$ cat src/rtl/cruise_control_unit_p_pkg.sv
// cruise_pkg: shared types and helpers for the cruise-control core.
//   state_t         : supervisor FSM states
//   MODE_*          : driver mode / counter command encodings
//   is_awake        : consc_level 1xx
//   is_unconscious  : consc_level 000 (001..011 is drowsy)
package cruise_pkg;

  typedef enum logic [1:0] {
    IDLE    = 2'b00,
    CRUISE  = 2'b01,
    ALERT   = 2'b10,
    BRAKING = 2'b11
  } state_t;

  // Also used as the command encoding of sat_step_counter.
  localparam logic [1:0] MODE_HOLD = 2'b00;
  localparam logic [1:0] MODE_LOAD = 2'b01;
  localparam logic [1:0] MODE_UP   = 2'b10;
  localparam logic [1:0] MODE_DOWN = 2'b11;

  function automatic logic is_awake(input logic [2:0] consc);
    return consc[2];
  endfunction

  function automatic logic is_unconscious(input logic [2:0] consc);
    return (consc == 3'b000);
  endfunction

endpackage

$ cat src/rtl/cruise_control_unit_p_sat_step_counter.sv
// sat_step_counter: register with hold / load / step-up / step-down commands.
// Stepping up saturates at MAX, stepping down saturates at 0.
// Ports:
//   clk      : clock
//   clear    : asynchronous active-low reset (q -> 0)
//   cmd      : MODE_HOLD, MODE_LOAD, MODE_UP, MODE_DOWN
//   load_val : value taken on MODE_LOAD
//   q        : registered count
module sat_step_counter
  import cruise_pkg::*;
#(
  parameter int WIDTH = 8,
  parameter int STEP  = 1,
  parameter int MAX   = (2 ** WIDTH) - 1
) (
  input  logic             clk,
  input  logic             clear,
  input  logic [1:0]       cmd,
  input  logic [WIDTH-1:0] load_val,
  output logic [WIDTH-1:0] q
);

  localparam logic [WIDTH:0] STEP_X = (WIDTH + 1)'(STEP);
  localparam logic [WIDTH:0] MAX_X  = (WIDTH + 1)'(MAX);

  logic [WIDTH:0]   sum;
  logic [WIDTH-1:0] q_nxt;

  always_comb begin
    // One extra bit so the overflow of q+STEP is visible to the compare.
    sum   = {1'b0, q} + STEP_X;
    q_nxt = q;
    case (cmd)
      MODE_LOAD: q_nxt = load_val;
      MODE_UP:   q_nxt = (sum > MAX_X) ? MAX_X[WIDTH-1:0] : sum[WIDTH-1:0];
      MODE_DOWN: q_nxt = ({1'b0, q} < STEP_X) ? '0 : (q - STEP_X[WIDTH-1:0]);
      default:   q_nxt = q;
    endcase
  end

  always_ff @(posedge clk or negedge clear) begin
    if (!clear) q <= '0;
    else        q <= q_nxt;
  end

endmodule

$ cat src/rtl/cruise_control_unit_p.sv
// cruise_control_unit_p: cruise-control core. Holds the driver target speed,
// regulates a saturating fuel command against the measured speed, and
// supervises driver consciousness, escalating drowsiness/unconsciousness to
// braking.
// Ports:
//   clk           : clock
//   clear         : asynchronous active-low reset
//   current_speed : measured speed
//   mode          : 00 hold, 01 load current_speed, 10 step up, 11 step down
//   consc_level   : 1xx awake, 001..011 drowsy, 000 unconscious
//   brake         : registered brake command
//   fuel_level    : registered throttle command
//   default_speed : registered target speed
//   engaged       : registered, high in CRUISE or ALERT
//
// state   | meaning
// IDLE    | driver in control, outputs quiet, waits for a target load
// CRUISE  | driver awake, fuel regulated toward default_speed
// ALERT   | driver drowsy, fuel bleeds down while dcnt counts drowsy samples
// BRAKING | brake applied, fuel held at 0 until an awake sample
module cruise_control_unit_p
  import cruise_pkg::*;
#(
  parameter int SPEED_W       = 8,
  parameter int FUEL_W        = 3,
  parameter int STEP          = 5,
  parameter int SPEED_MAX     = (2 ** SPEED_W) - 1,
  parameter int DROWSY_CYCLES = 8
) (
  input  logic               clk,
  input  logic               clear,
  input  logic [SPEED_W-1:0] current_speed,
  input  logic [1:0]         mode,
  input  logic [2:0]         consc_level,
  output logic               brake,
  output logic [FUEL_W-1:0]  fuel_level,
  output logic [SPEED_W-1:0] default_speed,
  output logic               engaged
);

  localparam int DCNT_W = $clog2(DROWSY_CYCLES + 1);
  localparam logic [DCNT_W-1:0] DCNT_LAST = DCNT_W'(DROWSY_CYCLES - 1);
  localparam logic [DCNT_W-1:0] DCNT_ONE  = DCNT_W'(1);

  state_t            state;
  logic [DCNT_W-1:0] dcnt;

  logic       awake, unconscious, drowsy;
  logic       at_limit, go_brake;
  logic [1:0] tgt_cmd, fuel_cmd;

  always_comb begin
    awake       = is_awake(consc_level);
    unconscious = is_unconscious(consc_level);
    drowsy      = !awake && !unconscious;

    // With a one-sample timeout the CRUISE->ALERT sample is already the last.
    at_limit = ((state == CRUISE) && (DROWSY_CYCLES == 1)) ||
               ((state == ALERT) && (dcnt == DCNT_LAST));
    go_brake = ((state == CRUISE) || (state == ALERT)) &&
               (unconscious || (drowsy && at_limit));

    tgt_cmd = ((state == IDLE) && (mode != MODE_LOAD)) ? MODE_HOLD : mode;

    // Compare uses the registered target, not the value loaded this edge.
    fuel_cmd = MODE_HOLD;
    case (state)
      CRUISE: begin
        if (go_brake)                           fuel_cmd = MODE_LOAD;
        else if (drowsy)                        fuel_cmd = MODE_DOWN;
        else if (current_speed < default_speed) fuel_cmd = MODE_UP;
        else if (current_speed > default_speed) fuel_cmd = MODE_DOWN;
        else                                    fuel_cmd = MODE_HOLD;
      end
      ALERT:   fuel_cmd = go_brake ? MODE_LOAD : MODE_DOWN;
      default: fuel_cmd = MODE_LOAD;
    endcase
  end

  always_ff @(posedge clk or negedge clear) begin
    if (!clear) begin
      state   <= IDLE;
      dcnt    <= '0;
      brake   <= 1'b0;
      engaged <= 1'b0;
    end else begin
      case (state)
        IDLE: begin
          if (mode == MODE_LOAD) begin
            state   <= CRUISE;
            engaged <= 1'b1;
          end
        end
        CRUISE, ALERT: begin
          if (go_brake) begin
            state   <= BRAKING;
            dcnt    <= '0;
            brake   <= 1'b1;
            engaged <= 1'b0;
          end else if (awake) begin
            state <= CRUISE;
            dcnt  <= '0;
          end else if (state == CRUISE) begin
            state <= ALERT;
            dcnt  <= DCNT_ONE;
          end else begin
            dcnt <= dcnt + DCNT_ONE;
          end
        end
        BRAKING: begin
          dcnt <= '0;
          if (awake) begin
            state   <= CRUISE;
            brake   <= 1'b0;
            engaged <= 1'b1;
          end
        end
        default: begin
          state   <= IDLE;
          dcnt    <= '0;
          brake   <= 1'b0;
          engaged <= 1'b0;
        end
      endcase
    end
  end

  sat_step_counter #(
    .WIDTH (SPEED_W),
    .STEP  (STEP),
    .MAX   (SPEED_MAX)
  ) u_target (
    .clk      (clk),
    .clear    (clear),
    .cmd      (tgt_cmd),
    .load_val (current_speed),
    .q        (default_speed)
  );

  sat_step_counter #(
    .WIDTH (FUEL_W),
    .STEP  (1),
    .MAX   ((2 ** FUEL_W) - 1)
  ) u_fuel (
    .clk      (clk),
    .clear    (clear),
    .cmd      (fuel_cmd),
    .load_val ('0),
    .q        (fuel_level)
  );

endmodule
$ cat config.mk
export PLATFORM = sky130hd
export DESIGN_NAME = cruise_control_unit_p
export DESIGN_NICKNAME = d
export VERILOG_FILES = /design/src/rtl/cruise_control_unit_p_pkg.sv /design/src/rtl/cruise_control_unit_p_sat_step_counter.sv /design/src/rtl/cruise_control_unit_p.sv
export SDC_FILE = /design/constraint.sdc
export NUM_CORES = 1
export LEC_CHECK = 0
export ABC_CLOCK_PERIOD_IN_PS = 1900
export CORE_UTILIZATION = 49
export CTS_BUF_LIST = sky130_fd_sc_hd__clkbuf_16
export DETAILED_ROUTE_END_ITERATION = 10
export PLACE_DENSITY_LB_ADDON = 0.3
export SLEW_MARGIN = 20
export SYNTH_ARGS = -nofsm -noshare
export SYNTH_HDL_FRONTEND = slang
export SYNTH_SLANG_ARGS = --single-unit
$ cat constraint.sdc
create_clock -name clk -period 1.9 [get_ports clk]
set_input_delay 0.19 -clock clk [delete_from_list [all_inputs] [get_ports clk]]
set_output_delay 0.19 -clock clk [all_outputs]
set_load 0.1 [all_outputs]
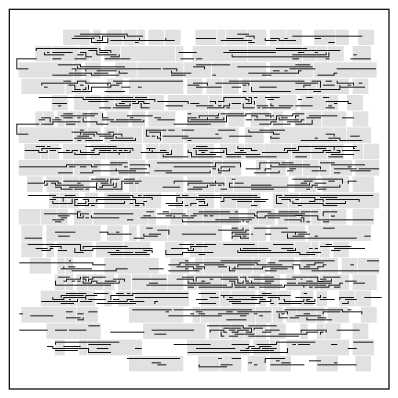
(run_1/m1.png)
(6 px per µm)
The longest straight run is 18.4 µm. The layer holds 38% of the routed length.

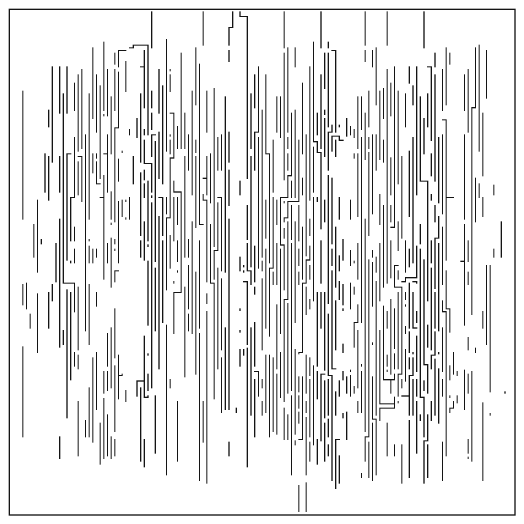
(run_1/m2.png)
(8 px per µm)
The longest straight run is 26.7 µm. The layer carries 3220 µm of wire. The layer holds 51% of the routed length.
WL final: 6330 µm
met2 GRT Util: 0.547

==> reports/metrics.csv, run 1 <==
metric,value,unit
HP Class,in2async,
CORE AREA,3440,µm²
Tool Warnings,36,
Setup Skew,3.04,ps
ys flops,19,
Final min period,2170,ps
Die H,63.0,µm
Mux area share,0.0219,
YS chip area,1830,µm²
"Slowest-stage cell, CP",or4_4,
antenna-violating nets left,0,
Top delay family on crit path,AND-OR/OR-AND gates,
Filler cells,190,
Setup crit start kind,flip-flop,
Total GRT Usage,0.297,
fin util,0.832,
leakage,1.20,nW
port bufs,27,
Synth Instances,219,
Root Driver,clkbuf_16,
design area,2860,µm²
fp util,0.530,
die width,63.0,µm
Max-area cell share,0.260,
Post-synth EDFFs,0,
Synth Seq Share,0.260,
Synthesis Warnings,0,
fin nets,332,
Area after DPL,2500,µm²
crit-path cells,buf_6 -> or4_4 -> o311ai_4 -> buf_6 -> o21a_1 -> nand3_1 -> a21oi_2 -> a21oi_1,
Mapped Area,1830,µm²
violated checks,setup timing,
Max-cap violations,0,
syn nets,253,
row count,21,
crit path capture type,flip-flop,
clock slew at reported path FFs,60,ps
most frequent logic cell in the layout,buf_4,
Synth async-reset ratio,1.00,
area delta synth->final,56.9,%
final worst-path cycle share,1.14,
I/O pin count,28,
Commonest flop,dfrtp_1,
number of DRC markers in iteration 0,226,
fmax,0.462,GHz
reg-to-reg endpoint,u_target.q[3],
most frequent cells in the layout,"buf_4 (59), nand2_1 (15), a21oi_1 (14), clkdlybuf4s50_1 (14)",
initial antenna violation count,0,
fin. max-slew vios,0,
CP Buf/Inv Count,2,
Post-synth area hogs,"dfrtp_1 (26%), ha_1 (13%), a21oi_1 (5.2%)",
area fraction in compound gates,0.286,
"Setup violations, final",11,
"slowest stage delay, CP",500,ps
Synth cell types,59,
VDD IR max,0.00126,V
largest net degree at the start of global routing,20,
Post-synth top cells,"a21oi_1 (19), dfrtp_1 (19), ha_1 (19), inv_1 (18), nand2_1 (16)",
Final Power,5.51,mW
post-route setup slack,-266,ps
Cells after DPL,332,
yosys xor share,0.0288,
"area leader, netlist",dfrtp_1,
gpl congestion,0.964,
drt pass-1 iters,5,
Slew @ Worst Pin,507,ps
outcome,finished with violations,
grt ovf,0,
met1 usage in global routing,0.315,
RSZ-0062 raised after global routing,yes,
wire per inst,18.5,µm
CTS tree,built,
CTS Buffer Depth,2,
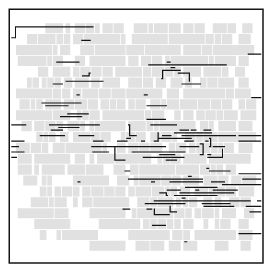
(run_1/m3.png)
(4 px per µm)
70 nets have wire on it. The wires run mostly horizontal. The longest straight run is 23.9 µm. The layer carries 490 µm of wire.
met3 Track Usage GR: 0.0529
DR vias: 2179

[run 1: layer usage]
| metal | up-vias | wire length, µm | share of wire |
|---|---|---|---|
| met5 | - | 0 | 0 |
| met4 | 0 | 223 | 0.035 |
| met3 | 32 | 490 | 0.077 |
| met2 | 153 | 3220 | 0.51 |
| met1 | 1024 | 2390 | 0.38 |
| li1 | 970 | - | - |
[run 1: flip-flops by register name (all words and copies together), names as in the netlist]
signal / cells
u_fuel.q: 3
u_target.q: 8
state: 2
engaged: 1
dcnt: 4
brake: 1
[run 1: through the flow]
| step | TNS [ps] | hold slack (ps) |
|---|---|---|
| after CTS | -1060 | 293 |
| after detailed placement | -1780 | 492 |
| after global routing | -2320 | 312 |
| final | -1740 | 278 |
| after floorplan | -3140 | -106 |
| after global placement | -1380 | 483 |
[run 1: kinds of logic after synthesis]
logic type	count (synthesis)
DFF	19
AOI/OAI and AO/OA	75
buffers and inverters	24
and+or+nand+nor	72
muxes	4
adders and majority gates	19
xor gates and xnor gates	6
[run 1: power breakdown]
part / internal [mW] / switching, mW / leakage, nW
Sequential: 0.607 / 0.177 / 0.224
Combinational: 1.67 / 2.58 / 0.940
Clock: 0.286 / 0.188 / 0.0371
Total: 2.57 / 2.94 / 1.20
[run 1: final cells by class]
type | count | area, µm² | share of cell area
Clock buffer | 3 | 75.1 | 0.0262
Clock inverter | 1 | 7.51 | 0.00262
Inverter | 18 | 75.1 | 0.0262
Multi-Input combinational cell | 176 | 1480 | 0.518
Sequential cell | 19 | 503 | 0.176
Tap cell | 46 | 57.6 | 0.0201
Timing Repair Buffer | 80 | 662 | 0.231
[run 1: repair_timing]
action                                  4_1_cts  5_1_grt
resized                                      24       24
gates cloned                                  0        0
pin swaps                                    15       22
hold buffers                                  0        0
endpoints found under the setup margin       12       13
buffers inserted                              4        4
--- run 2 (diff from run 1) ---
CAP_MARGIN = 20   (was default)
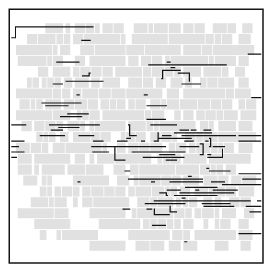
(run_2/m3.png)
(4 px per µm)
The layer holds 7.7% of the routed length. The longest straight run is 23.9 µm. The wires run mostly horizontal.

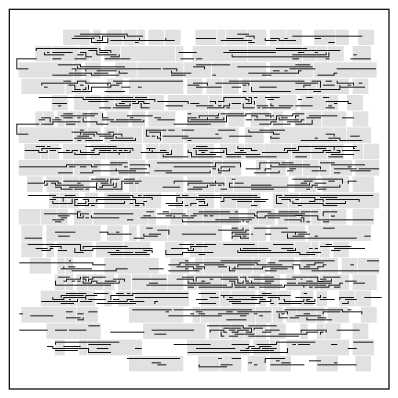
(run_2/m1.png)
(6 px per µm)
met1 usage in global routing: 0.315

==> run 2 against run 1 <==
  * The flow still finishes with violations (setup timing)
  * Via count unchanged
  * First-iteration DRC count unchanged
  * Utilization unchanged
  * Flip-flop count did not move
  * Die area stayed put
  * Count of clock-buffer cells in the layout stayed put
  * Critical path depth unchanged
  * Cell count unchanged
  * Final area is the same
  * Sequential power hardly changed
  * Clock skew stayed put
  * Critical path type unchanged
==> reports/metrics.csv, run 2 <==
metric,value,unit
outcome,finished with violations,
violated checks,setup timing,
first-pass GRT wire length,9200,µm
Setup crit start kind,flip-flop,
max FFs per register,8,
YS chip area,1830,µm²
clk latency late pin,260,ps
Worst Path Required,2040,ps
design area,2860,µm²
Slew @ Worst Pin,507,ps
"slowest stage delay, CP",500,ps
htree depth,1,
Final min period,2170,ps
Synth async-reset ratio,1.00,
grt ovf,0,
Area after DPL,2500,µm²
antenna-violating nets left,0,
DR vias,2179,
critical path type,reg2reg,
ant diodes,0,
syn nets,253,
Die H,63.0,µm
Max-cap violations,0,
"Setup violations, final",11,
fin. max-slew vios,0,
fmax,0.462,GHz
I/O pin count,28,
reg-to-reg endpoint,u_target.q[3],
drt pass-1 iters,5,
Sink Count,19,
Filler cells,190,
ys flops,19,
Num CTS Buffers,3,
Commonest flop,dfrtp_1,
HP Class,in2async,
Worst Path Arrival,2310,ps
Synthesis Warnings,0,
Synth Instances,219,
CTS Buffer Depth,2,
die width,63.0,µm
"area leader, netlist",dfrtp_1,
total die size,3970,µm²
vias in the first global route,2080,
Top delay family on crit path,AND-OR/OR-AND gates,
biggest registers after layout,"u_target.q: 8 flops, dcnt: 4 flops, u_fuel.q: 3 flops",
Post-synth EDFFs,0,
Mapped Area,1830,µm²
Setup crit start,u_target.q[5],
Reg2Reg Depth,8,
gpl congestion,0.964,
wire per inst,18.5,µm
CORE AREA,3440,µm²
largest net degree at the start of global routing,20,
FF+latch area,503,µm²
# DRC,0,
Synth cell types,59,
non-filler cells in the finished layout,343,
Root Driver,clkbuf_16,
Max-area cell share,0.260,
leakage,1.20,nW
pre-CTS setup slack,-420,ps
fin util,0.832,
area delta synth->final,56.9,%
Total GRT Usage,0.297,
Reg with most FFs,u_target.q,
RSZ-0062 raised after global routing,yes,
Synth Seq Share,0.260,
Tool Warnings,36,
initial antenna violation count,0,
"most used cell, CP",buf_6,
reg2reg start,u_target.q[5],
Power Density,1920,nW/µm²
worst setup path endpoint,u_target.q[3],
final hold viol count,0,
crit path capture type,flip-flop,
Post-synth top cells,"a21oi_1 (19), dfrtp_1 (19), ha_1 (19), inv_1 (18), nand2_1 (16)",
layout cells sized above 1,0.438,
Levels on crit path,8,
vias per cell,6.35,
final worst-path cycle share,1.14,
dpl hpwl,4100,µm
Post-synth area hogs,"dfrtp_1 (26%), ha_1 (13%), a21oi_1 (5.2%)",
most frequent logic cell in the layout,buf_4,
post-route setup slack,-266,ps
number of DRC markers in iteration 0,226,
"Slowest-stage cell, CP",or4_4,
most frequent cells in the layout,"buf_4 (59), nand2_1 (15), a21oi_1 (14), clkdlybuf4s50_1 (14)",
Slew HR,0.659,
FF-to-FF setup slack,-270,ps
Post-Syn Area per Cell,8.34,µm²
Final Power,5.51,mW
CTS tree,built,
clock slew at reported path FFs,60,ps
VDD IR max,0.00126,V
cell total in the yosys stat output,219,
fp util,0.530,
fin nets,332,
WL final,6330,µm
crit-path cells,buf_6 -> or4_4 -> o311ai_4 -> buf_6 -> o21a_1 -> nand3_1 -> a21oi_2 -> a21oi_1,
port bufs,27,
Cells after DPL,332,
row count,21,
maximum fanout along the worst path,6,
CP Buf/Inv Count,2,
Setup Skew,3.04,ps
Comb gate area,1480,µm²
run 2: repair_timing:
action	in CTS	in global routing
hold buffers	0	0
setup buffers	4	4
pin swaps	15	22
endpoints found under the setup margin	12	13
gates cloned	0	0
resized	24	24
run 2: kinds of logic after synthesis:
family	count (synthesis)	share of synthesized area
muxes	4	0.0219
AOI/OAI and AO/OA	75	0.286
DFF	19	0.260
and+or+nand+nor	72	0.211
adders and majority gates	19	0.130
xor gates and xnor gates	6	0.0288
buffers and inverters	24	0.0617
run 2: layer usage:
layer  global-route usage  share of wire  vias up
met2                0.547           0.51      153
met3               0.0529          0.077       32
met5                    0              0        -
li1                     -              -      970
met4                0.157          0.035        0
met1                0.315           0.38     1024
run 2: layout make-up:
| type | instances | area share |
|---|---|---|
| Clock buffer | 3 | 0.0262 |
| Multi-Input combinational cell | 176 | 0.518 |
| Sequential cell | 19 | 0.176 |
| Inverter | 18 | 0.0262 |
| Timing Repair Buffer | 80 | 0.231 |
| Tap cell | 46 | 0.0201 |
| Clock inverter | 1 | 0.00262 |
run 2: through the flow:
| step | setup TNS [ps] | hold WS (ps) |
|---|---|---|
| 6_report | -1740 | 278 |
| 5_1_grt | -2320 | 312 |
| 4_1_cts | -1060 | 293 |
| 3_5_place_dp | -1780 | 492 |
| 3_3_place_gp | -1380 | 483 |
| 2_1_floorplan | -3140 | -106 |
run 2: report_power, final:
group | switching (mW) | total [mW] | internal, mW
clock network | 0.188 | 0.473 | 0.286
logic | 2.58 | 4.25 | 1.67
registers | 0.177 | 0.785 | 0.607
total | 2.94 | 5.51 | 2.57
==> run_2/congestion_map.png <==
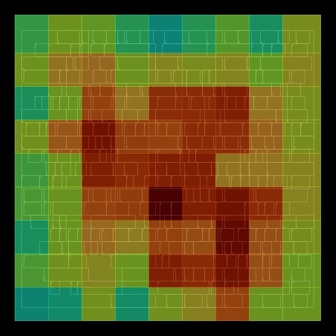

--- run 3 (diff from run 2) ---
MAX_ROUTING_LAYER = met4   (was default)
SKIP_CTS_REPAIR_TIMING = 1   (was default)
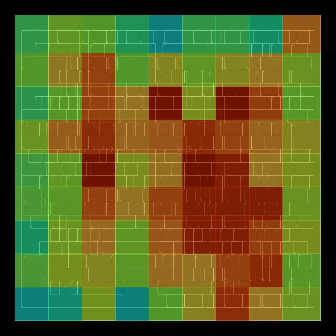
(run_3/congestion_map.png)
wire per inst: 16.7 µm
met1 usage in global routing: 0.302
Total GRT Usage: 0.282

==> run 3 against run 2 <==
  * The flow still finishes with violations (setup timing)
  * Via count fell by 6.5%
  * Highest routed layer unchanged
  * Global-route usage fell by 1.4 points
  * Utilization fell by 4.4 points
  * Critical endpoint is now u_fuel.q[1]
  * Register-to-register slack barely moved
==> reports/metrics.csv, run 3 <==
metric,value,unit
Commonest flop,dfrtp_1,
internal power,2.40,mW
Die H,63.0,µm
Worst Path Required,2090,ps
clock slew at reported path FFs,60,ps
Post-synth top cells,"a21oi_1 (19), dfrtp_1 (19), ha_1 (19), inv_1 (18), nand2_1 (16)",
Hold Worst Slack,279,ps
violated checks,setup timing,
first-pass GRT wire length,8540,µm
Final min period,2160,ps
Power Density,1890,nW/µm²
Sink Count,19,
I/O pin count,28,
VDD IR max,0.00115,V
Setup Skew,1.59,ps
combinational group share of total power,0.758,
dpl hpwl,4100,µm
max FFs per register,8,
clk latency late pin,260,ps
fin nets,329,
Seq pwr share,0.151,
die width,63.0,µm
clock power share,0.091,
Final Power,5.13,mW
antenna-violating nets left,0,
maximum fanout along the worst path,3,
"Slowest-stage cell, CP",dfrtp_4,
Synth cell types,59,
Worst Path Arrival,2350,ps
Root Driver,clkbuf_16,
biggest registers after layout,"u_target.q: 8 flops, dcnt: 4 flops, u_fuel.q: 3 flops",
Top delay family on crit path,simple AND/OR/NAND/NOR gates,
Reg with most FFs,u_target.q,
total die size,3970,µm²
RSZ-0062 raised after global routing,yes,
CORE AREA,3440,µm²
Comb power,3.89,mW
TNS Setup,-1480,ps
Filler cells,235,
largest net degree at the start of global routing,20,
CTS Buffer Depth,2,
Post-Syn Area per Cell,8.34,µm²
drt pass-1 iters,5,
Synth async-reset ratio,1.00,
fin. max-slew vios,0,
cell total in the yosys stat output,219,
layout cells sized above 1,0.357,
CTS tree,built,
Slew @ Worst Pin,474,ps
Post-synth EDFFs,0,
crit-path cells,inv_4 -> ha_4 -> nor2b_1 -> o211a_1 -> o31ai_4 -> nand2_2 -> or4_1 -> nand4_1,
"area leader, netlist",dfrtp_1,
row count,21,
Num CTS Buffers,3,
port bufs,27,
Max-cap violations,0,
P_seq,776,µW
Max-area cell share,0.260,
Tool Warnings,35,
Sw Pwr,2.73,mW
syn nets,253,
vias per cell,5.99,
Clock Power,467,µW
post-route setup slack,-256,ps
most frequent cells in the layout,"buf_4 (59), a21oi_1 (18)",
Synthesis Warnings,0,
area delta synth->final,48.7,%
YS chip area,1830,µm²
fmax,0.464,GHz
HP Class,in2async,
# DRC,0,
number of DRC markers in iteration 0,178,
leakage,1.18,nW
"slowest stage delay, CP",500,ps
sw frac,0.532,
Setup crit start kind,flip-flop,
Post-synth area hogs,"dfrtp_1 (26%), ha_1 (13%), a21oi_1 (5.2%)",
outcome,finished with violations,
Slew HR,0.682,
"Setup violations, final",10,
htree depth,1,
crit path capture type,flip-flop,
CP Buf/Inv Count,1,
fp util,0.530,
final hold viol count,0,
most frequent logic cell in the layout,buf_4,
Synth Instances,219,
vias in the first global route,1973,
final worst-path cycle share,1.13,
Synth Seq Share,0.260,
ant diodes,0,
ys flops,19,
initial antenna violation count,0,
grt ovf,0,
critical path type,reg2reg,
top power group,combinational logic,
gpl congestion,0.982,
Mapped Area,1830,µm²
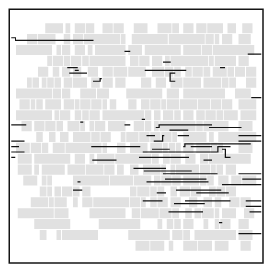
(run_3/m3.png)
(4 px per µm)
The layer carries 345 µm of wire. The wires run mostly horizontal. 47 nets have wire on it. The layer holds 6.1% of the routed length. The longest straight run is 19.3 µm.
WL final: 5670 µm
met3 Track Usage GR: 0.0420
DR vias: 2038

[run 3: cell counts after synthesis]
No cell type changed its count.
[run 3: path summary, 6_finish.rpt]
kind                               start             to  slack [ps]  cells after the start
max                        u_target.q[1]    u_fuel.q[1]        -260                      8
min                                clear  u_target.q[6]         280                      2
max reg2reg                u_target.q[1]    u_fuel.q[1]        -260                      8
min reg2reg                        brake          brake         520                      2
max in group asynchronous          clear  u_target.q[3]        1370                      2
min in group clk                   brake          brake         520                      2
[run 3: cells by family after synthesis]
kind of cell	after synthesis	share of synthesized area
compound gates	75	0.286
buf+inv	24	0.0617
xor+xnor	6	0.0288
flops	19	0.260
simple gates	72	0.211
mux	4	0.0219
fa+ha+maj	19	0.130
[run 3: layout make-up]
type,instances,area (µm²),area share
Clock buffer,3,75.1,0.0277
Clock inverter,1,7.51,0.00277
Inverter,18,75.1,0.0277
Multi-Input combinational cell,176,1370,0.504
Sequential cell,19,503,0.185
Tap cell,46,57.6,0.0212
Timing Repair Buffer,77,628,0.231
[run 3: worst register-to-register path, cell delays in order, from the launching register on]
cell,delay [ps]
dfrtp_4,500
inv_4,70
ha_4,190
nor2b_1,120
o211a_1,260
o31ai_4,330
nand2_2,120
or4_1,400
nand4_1,90
[run 3: through the flow]
step	instances	util	setup slack [ps]	instance area, µm²
floorplan	219	-	-464	1910
global placement	332	0.726	-361	2500
detailed placement	332	0.726	-420	2500
CTS	336	0.750	-253	2580
global route	340	0.788	-314	2710
finish	340	0.788	-256	2710
[run 3: layer usage]
metal / vias to the layer above / part of all wire / GRT usage
met5: - / 0 / -
met4: 0 / 0.030 / 0.145
met3: 18 / 0.061 / 0.0420
met2: 89 / 0.52 / 0.500
met1: 971 / 0.39 / 0.302
li1: 960 / - / -
Power figures rest on the tool's default switching activity, not on a simulated workload.
